[config.mk]
export PLATFORM = sky130hd
export DESIGN_NAME = passcode_entry_flat
export DESIGN_NICKNAME = d
export VERILOG_FILES = /design/src/rtl/passcode_entry_if.sv /design/src/rtl/passcode_entry.sv /design/src/flat_wrapper.sv
export SDC_FILE = /design/constraint.sdc
export NUM_CORES = 1
export LEC_CHECK = 0
export CAP_MARGIN = 10
export CORE_MARGIN = 10
export CORE_UTILIZATION = 44
export DETAILED_ROUTE_END_ITERATION = 10
export MAX_ROUTING_LAYER = met4
export PLACE_DENSITY = 0.76
export SLEW_MARGIN = 30
export SYNTH_ARGS = -nofsm -noshare
export SYNTH_HDL_FRONTEND = slang
export SYNTH_SLANG_ARGS = --single-unit
[constraint.sdc]
create_clock -name clk -period 1.95 [get_ports clk]
set_input_delay 0.39 -clock clk [delete_from_list [all_inputs] [get_ports clk]]
set_output_delay 0.39 -clock clk [all_outputs]
set_load 0.02 [all_outputs]
[src/rtl/passcode_entry_if.sv]
// Keypad-side bundle for passcode_entry: key strobe, digit, commands, and the
// held code presented to the consumer together with its status flags.
interface passcode_entry_if #(
    parameter int DIGIT_W  = 3,
    parameter int N_DIGITS = 4
);
    localparam int CNT_W  = $clog2(N_DIGITS + 1);
    localparam int CODE_W = N_DIGITS * DIGIT_W;

    logic               dk;
    logic [DIGIT_W-1:0] data_key;
    logic               enter;
    logic               clear;
    logic               code_ack;
    logic [CODE_W-1:0]  code_out;
    logic               code_valid;
    logic [CNT_W-1:0]   digit_count;
    logic               overflow;
    logic               short_err;
    logic               timeout;

    modport master (
        output dk, data_key, enter, clear, code_ack,
        input  code_out, code_valid, digit_count, overflow, short_err, timeout
    );

    modport slave (
        input  dk, data_key, enter, clear, code_ack,
        output code_out, code_valid, digit_count, overflow, short_err, timeout
    );
endinterface

[src/rtl/passcode_entry.sv]
// Passcode entry controller: collects keyed digits, submits a full code to a
// consumer with hold/acknowledge, and discards entries on clear, short enter or idle timeout.
module passcode_entry #(
    parameter int DIGIT_W     = 3,
    parameter int N_DIGITS    = 4,
    parameter int TIMEOUT_CYC = 4000000
) (
    input  logic                   clk,
    input  logic                   reset,
    passcode_entry_if.slave        bus
);
    localparam int CNT_W  = $clog2(N_DIGITS + 1);
    localparam int CODE_W = N_DIGITS * DIGIT_W;
    localparam int TO_W   = (TIMEOUT_CYC > 0) ? $clog2(TIMEOUT_CYC + 1) : 1;
    localparam bit TO_EN  = (TIMEOUT_CYC > 0);
    localparam logic [TO_W-1:0] TO_LAST = TO_EN ? TO_W'(TIMEOUT_CYC - 1) : {TO_W{1'b0}};

    typedef enum logic [1:0] {
        ST_IDLE  = 2'd0,
        ST_ENTRY = 2'd1,
        ST_HOLD  = 2'd2
    } state_t;

    state_t              state_r, state_nx_s;
    logic                dk_q;
    logic [CODE_W-1:0]   code_r, code_nx_s;
    logic [CNT_W-1:0]    count_r, count_nx_s;
    logic [TO_W-1:0]     tcnt_r, tcnt_nx_s;
    logic                valid_r, valid_nx_s;
    logic                ovf_r, ovf_nx_s;
    logic                short_r, short_nx_s;
    logic                to_r, to_nx_s;
    logic                key_edge_s;
    logic                full_s;
    logic                to_hit_s;

    assign key_edge_s = bus.dk & ~dk_q;
    assign full_s     = (count_r == CNT_W'(N_DIGITS));
    // The timeout fires on the idle cycle that would take the counter to TIMEOUT_CYC.
    assign to_hit_s   = TO_EN & (tcnt_r == TO_LAST);

    // State and registered-output update with synchronous active-low reset.
    always_ff @(posedge clk) begin
        if (!reset) begin
            state_r <= ST_IDLE;
            dk_q    <= 1'b0;
            code_r  <= {CODE_W{1'b0}};
            count_r <= {CNT_W{1'b0}};
            tcnt_r  <= {TO_W{1'b0}};
            valid_r <= 1'b0;
            ovf_r   <= 1'b0;
            short_r <= 1'b0;
            to_r    <= 1'b0;
        end else begin
            state_r <= state_nx_s;
            dk_q    <= bus.dk;
            code_r  <= code_nx_s;
            count_r <= count_nx_s;
            tcnt_r  <= tcnt_nx_s;
            valid_r <= valid_nx_s;
            ovf_r   <= ovf_nx_s;
            short_r <= short_nx_s;
            to_r    <= to_nx_s;
        end
    end

    // Next-state selection; priority is clear, enter, key edge, then timeout.
    always_comb begin
        state_nx_s = state_r;
        case (state_r)
            ST_IDLE: begin
                if (bus.clear || bus.enter) begin
                    state_nx_s = ST_IDLE;
                end else if (key_edge_s) begin
                    state_nx_s = ST_ENTRY;
                end else begin
                    state_nx_s = ST_IDLE;
                end
            end
            ST_ENTRY: begin
                if (bus.clear) begin
                    state_nx_s = ST_IDLE;
                end else if (bus.enter) begin
                    state_nx_s = full_s ? ST_HOLD : ST_IDLE;
                end else if (key_edge_s) begin
                    state_nx_s = ST_ENTRY;
                end else if (to_hit_s) begin
                    state_nx_s = ST_IDLE;
                end else begin
                    state_nx_s = ST_ENTRY;
                end
            end
            ST_HOLD: begin
                if (bus.clear || bus.code_ack) begin
                    state_nx_s = ST_IDLE;
                end else begin
                    state_nx_s = ST_HOLD;
                end
            end
            default: state_nx_s = ST_IDLE;
        endcase
    end

    // Next values of the code buffer, counters and status flags.
    always_comb begin
        code_nx_s  = code_r;
        count_nx_s = count_r;
        tcnt_nx_s  = {TO_W{1'b0}};
        ovf_nx_s   = ovf_r;
        short_nx_s = 1'b0;
        to_nx_s    = 1'b0;
        case (state_r)
            ST_IDLE: begin
                if (bus.clear) begin
                    code_nx_s  = {CODE_W{1'b0}};
                    count_nx_s = {CNT_W{1'b0}};
                    ovf_nx_s   = 1'b0;
                end else if (bus.enter) begin
                    code_nx_s  = code_r;
                end else if (key_edge_s) begin
                    code_nx_s  = (code_r << DIGIT_W) | CODE_W'(bus.data_key);
                    count_nx_s = CNT_W'(1);
                end else begin
                    code_nx_s  = code_r;
                end
            end
            ST_ENTRY: begin
                if (bus.clear) begin
                    code_nx_s  = {CODE_W{1'b0}};
                    count_nx_s = {CNT_W{1'b0}};
                    ovf_nx_s   = 1'b0;
                end else if (bus.enter) begin
                    if (!full_s) begin
                        code_nx_s  = {CODE_W{1'b0}};
                        count_nx_s = {CNT_W{1'b0}};
                        short_nx_s = 1'b1;
                    end else begin
                        code_nx_s  = code_r;
                    end
                end else if (key_edge_s) begin
                    if (!full_s) begin
                        code_nx_s  = (code_r << DIGIT_W) | CODE_W'(bus.data_key);
                        count_nx_s = count_r + CNT_W'(1);
                    end else begin
                        ovf_nx_s   = 1'b1;
                    end
                end else if (to_hit_s) begin
                    code_nx_s  = {CODE_W{1'b0}};
                    count_nx_s = {CNT_W{1'b0}};
                    ovf_nx_s   = 1'b0;
                    to_nx_s    = 1'b1;
                end else begin
                    tcnt_nx_s  = TO_EN ? (tcnt_r + TO_W'(1)) : {TO_W{1'b0}};
                end
            end
            ST_HOLD: begin
                if (bus.clear || bus.code_ack) begin
                    code_nx_s  = {CODE_W{1'b0}};
                    count_nx_s = {CNT_W{1'b0}};
                    ovf_nx_s   = 1'b0;
                end else begin
                    code_nx_s  = code_r;
                end
            end
            default: begin
                code_nx_s  = {CODE_W{1'b0}};
                count_nx_s = {CNT_W{1'b0}};
                ovf_nx_s   = 1'b0;
            end
        endcase
        valid_nx_s = (state_nx_s == ST_HOLD);
    end

    assign bus.code_out    = code_r;
    assign bus.code_valid  = valid_r;
    assign bus.digit_count = count_r;
    assign bus.overflow    = ovf_r;
    assign bus.short_err   = short_r;
    assign bus.timeout     = to_r;
endmodule

[src/flat_wrapper.sv]
// flat-port wrapper written by rule: the top's interface ports become plain ports
module passcode_entry_flat 
#(
    parameter int DIGIT_W     = 3,
    parameter int N_DIGITS    = 4,
    parameter int TIMEOUT_CYC = 4000000
)
  (clk, reset, bus_dk, bus_data_key, bus_enter, bus_clear, bus_code_ack, bus_code_out, bus_code_valid, bus_digit_count, bus_overflow, bus_short_err, bus_timeout);
  passcode_entry_if #(.DIGIT_W(DIGIT_W), .N_DIGITS(N_DIGITS)) bus_i ();
  input  logic clk;
  input  logic reset;
  input wire logic [$bits(bus_i.dk)-1:0] bus_dk;
  input wire logic [$bits(bus_i.data_key)-1:0] bus_data_key;
  input wire logic [$bits(bus_i.enter)-1:0] bus_enter;
  input wire logic [$bits(bus_i.clear)-1:0] bus_clear;
  input wire logic [$bits(bus_i.code_ack)-1:0] bus_code_ack;
  output wire logic [$bits(bus_i.code_out)-1:0] bus_code_out;
  output wire logic [$bits(bus_i.code_valid)-1:0] bus_code_valid;
  output wire logic [$bits(bus_i.digit_count)-1:0] bus_digit_count;
  output wire logic [$bits(bus_i.overflow)-1:0] bus_overflow;
  output wire logic [$bits(bus_i.short_err)-1:0] bus_short_err;
  output wire logic [$bits(bus_i.timeout)-1:0] bus_timeout;
  assign bus_i.dk = bus_dk;
  assign bus_i.data_key = bus_data_key;
  assign bus_i.enter = bus_enter;
  assign bus_i.clear = bus_clear;
  assign bus_i.code_ack = bus_code_ack;
  assign bus_code_out = bus_i.code_out;
  assign bus_code_valid = bus_i.code_valid;
  assign bus_digit_count = bus_i.digit_count;
  assign bus_overflow = bus_i.overflow;
  assign bus_short_err = bus_i.short_err;
  assign bus_timeout = bus_i.timeout;
  passcode_entry #(.DIGIT_W(DIGIT_W), .N_DIGITS(N_DIGITS), .TIMEOUT_CYC(TIMEOUT_CYC)) u_core (.clk(clk), .reset(reset), .bus(bus_i));
endmodule
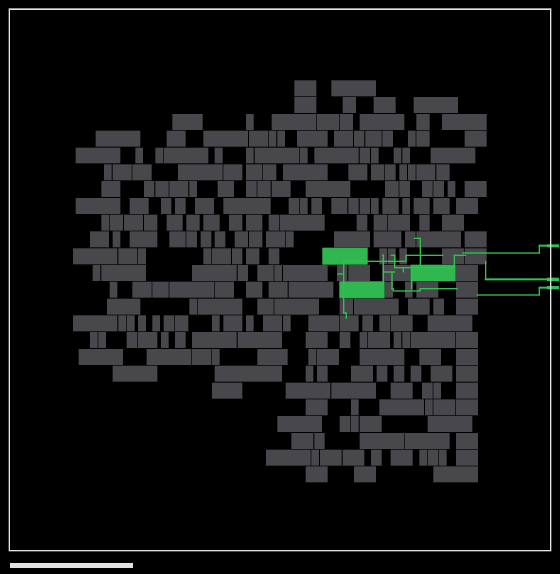
(port wiring)
The bar under the picture is 20 µm long.
- `bus_digit_count`: green (direction output; end cells 3; buffers 3; wire 114 µm)

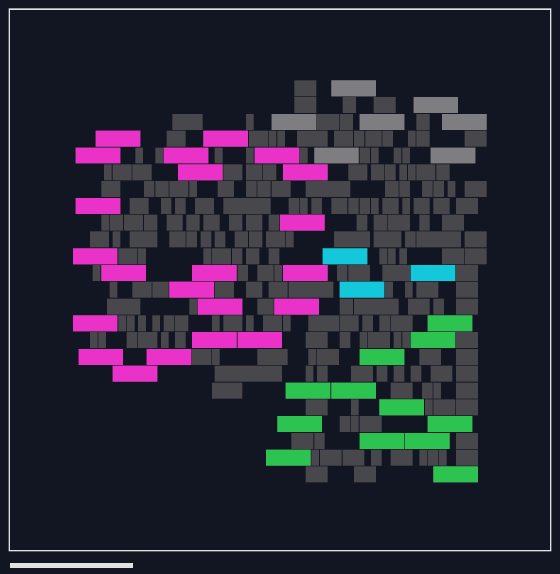
(sequential cells colored by netlist name)
The bar under the picture is 20 µm long. Other sequential cells in the stronger gray, the rest of the logic in the fainter gray.
- `u_core.tcnt_r`: magenta (flops 22)
- `u_core.bus.digit_count`: cyan (flops 3)
- `u_core.bus.code_out`: green (flops 12)
- not colored: 7
Core Util, Final: 0.5759
register area: 880.8 µm²
fraction of area in registers: 0.3489
Seq group: 0.912 mW

==> results_slide.txt <==
Synthesis and Place & Route Summary

Status
  • Status: completed

Die
  • Die Y: a little under 90 µm
  • Core area: 0.004384 mm²
  • # rows: 24
  • Die area: 0.007655 mm²
  • Fp util: 0.4572

Worst setup path
  • Startpoint Class: register
  • WS Path Type: reg2reg
  • Worst Path Required: 2.16 ns
  • Crit path max-delay family: simple AND/OR/NAND/NOR gates

Yosys
  • Syn nets: ~230
  • Synthesized registers: 44
  • Distinct cells, synth: 35
  • Cell count listed in synth_stat.txt: ~220
  • Post-synth EDFFs: 0
  • Mapped Area: 0.002004 mm²
  • Ys async rst share: 0
  • Synth area leaders: dfxtp_1, mux2i_1, nand3_1, xor2_1, nor2_1
  • Synthesized area per cell: 9.029 µm²
  • Sequential element share of the synthesized area: 0.4395
  • Yosys warning tally: 0

Final layout
  • Fin nets: 273
  • Most frequent cells in the layout: dfxtp_1, nor2_1, nand3_1, clkdlybuf4s50_1, nand2_1
  • Top cell excl fill/tap: dfxtp_1
  • Antenna cell count: 0
  • Area added between synthesis and finish: 25.97%

Final timing
  • Clock Skews: 0.009129 ns
  • RSZ-0062 raised after global routing: true
  • Final WS setup: 0.1465 ns
  • Final slew viol count: 0
  • Hold WS: 0.4681 ns
  • Final period util: 0.9248
  • Worst Tran Pin Value: 0.4370 ns

Pwr
  • Leak: 0.9235 nW
  • Worst VDD drop: 425.0 µV

Global routing
  • Antenna violations before repair: 0
  • First-pass GRT wire length: 6.893 mm
  • Grt total ovfl: 0

CTS
  • CTS tree: built
  • Clk Latency, worst-skew pair: approximately 0.29 ns
  • Reg clk slew, reported paths: 0.08 ns
  • H-tree levels: 2
  • Root buffer cell: clkbuf_8

Placed design
  • Dpl ws: -0.004016 ns
  • GPL Wtd Cong: 0.8437

Route
  • Wire length on met3: 232 µm
  • Initial DRC Count: 52
  • Highest routed metal layer: met4
  • Met1 WL: about 1.8 mm
  • Routed vias/inst: 5.156
  • Post-route DRC: 0

Job
  • Tool Warnings: 28
  • Number of max-cap violations: 0

Worst hold path
  • Worst min path class: reg2reg
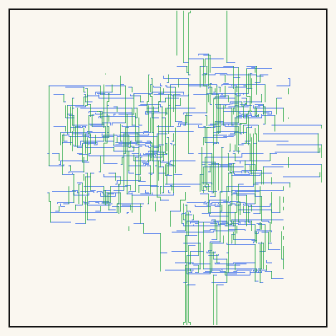
(signal wires by layer)
Two of the layers only.
- metal 2: green (wire length 1820 µm)
- metal 1: blue (wire length 1790 µm)
routed length per instance: 12.41 µm
via count: 1619
final WL: 3.898 mm
Total GRT Usage: 0.1122

-- layout make-up --
class / count / share of cell area
repair buffers: 41 / 0.1685
clock inverters: 3 / 0.01685
well taps: 52 / 0.02577
inverters: 6 / 0.008920
multi-input cells: 163 / 0.4039
clock buffers: 5 / 0.02725
flip-flops and latches: 44 / 0.3489
-- sequential cells by signal, indices dropped and copies added (netlist names) --
| name | cells |
|---|---|
| u_core.bus.code_out | 12 |
| u_core.bus.code_valid | 1 |
| u_core.bus.digit_count | 3 |
| u_core.bus.overflow | 1 |
| u_core.bus.short_err | 1 |
| u_core.bus.timeout | 1 |
| u_core.dk_q | 1 |
| u_core.state_r | 2 |
| u_core.tcnt_r | 22 |
-- synth_stat cells, types with 2 or more instances --
cell,count
nor3_1,4
clkbuf_1,2
nand2_1,23
inv_1,6
and3_1,6
xnor2_1,7
xor2_1,13
a21oi_1,6
and2_1,3
o21ai_0,4
and3_2,3
buf_2,2
and4_1,2
nand2b_1,2
nor4_1,3
nor2_1,28
clkbuf_8,3
nand3_1,27
ha_1,3
dfxtp_1,44
mux2i_1,14
nand4_1,4
-- logic make-up (layout without fill, tap and decap cells) --
group / count (synthesis) / in the layout / share of synthesized area
compound gates: 16 / 16 / 0.05369
xor+xnor: 20 / 20 / 0.08739
fa+ha+maj: 3 / 3 / 0.01873
buf+inv: 15 / 55 / 0.05618
flops: 44 / 44 / 0.4394
mux: 14 / 14 / 0.06991
simple gates: 110 / 110 / 0.2747
-- metal layers --
layer / vias to the layer above / global-route usage
met5: - / -
li1: 838 / -
met2: 26 / 0.1680
met4: 0 / 0.05362
met1: 751 / 0.1302
met3: 4 / 0.04026
-- where the power goes --
part | switching, mW | internal (mW) | total, mW
Sequential | 0.00695 | 0.906 | 0.912
Combinational | 0.0639 | 0.0697 | 0.134
Clock | 0.302 | 0.379 | 0.681
-- path summary, 6_finish.rpt --
check / from / endpoint / slack [ns] / cells after the start
setup / recovery: u_core.tcnt_r[0] / u_core.bus.code_out[3] / 0.15 / 7
hold / removal: u_core.tcnt_r[0] / u_core.tcnt_r[0] / 0.47 / 1
setup reg to reg: u_core.tcnt_r[0] / u_core.bus.code_out[3] / 0.15 / 7
hold reg to reg: u_core.tcnt_r[0] / u_core.tcnt_r[0] / 0.47 / 1
-- timing repair --
action	in CTS	in global routing
buffers inserted	0	3
endpoints found under the setup margin	0	14
gates resized	0	2
-- metrics by stage --
stage,instance area (µm²),instances,utilization
floorplan,2004,222,-
global placement,2382,303,0.5434
detailed placement,2382,303,0.5434
CTS,2494,311,0.5688
global route,2525,314,0.5759
finish,2525,314,0.5759
-- worst reg2reg max path: cells and delay by family (launching register included) --
family | cells | cell delay, ns
compound gates | 1 | 0.20
fa+ha+maj | 1 | 0.22
simple gates | 3 | 0.55
flops | 1 | 0.37
mux | 1 | 0.21
buf+inv | 1 | 0.18
No activity file was given, so power comes from the tool's default toggle rates.
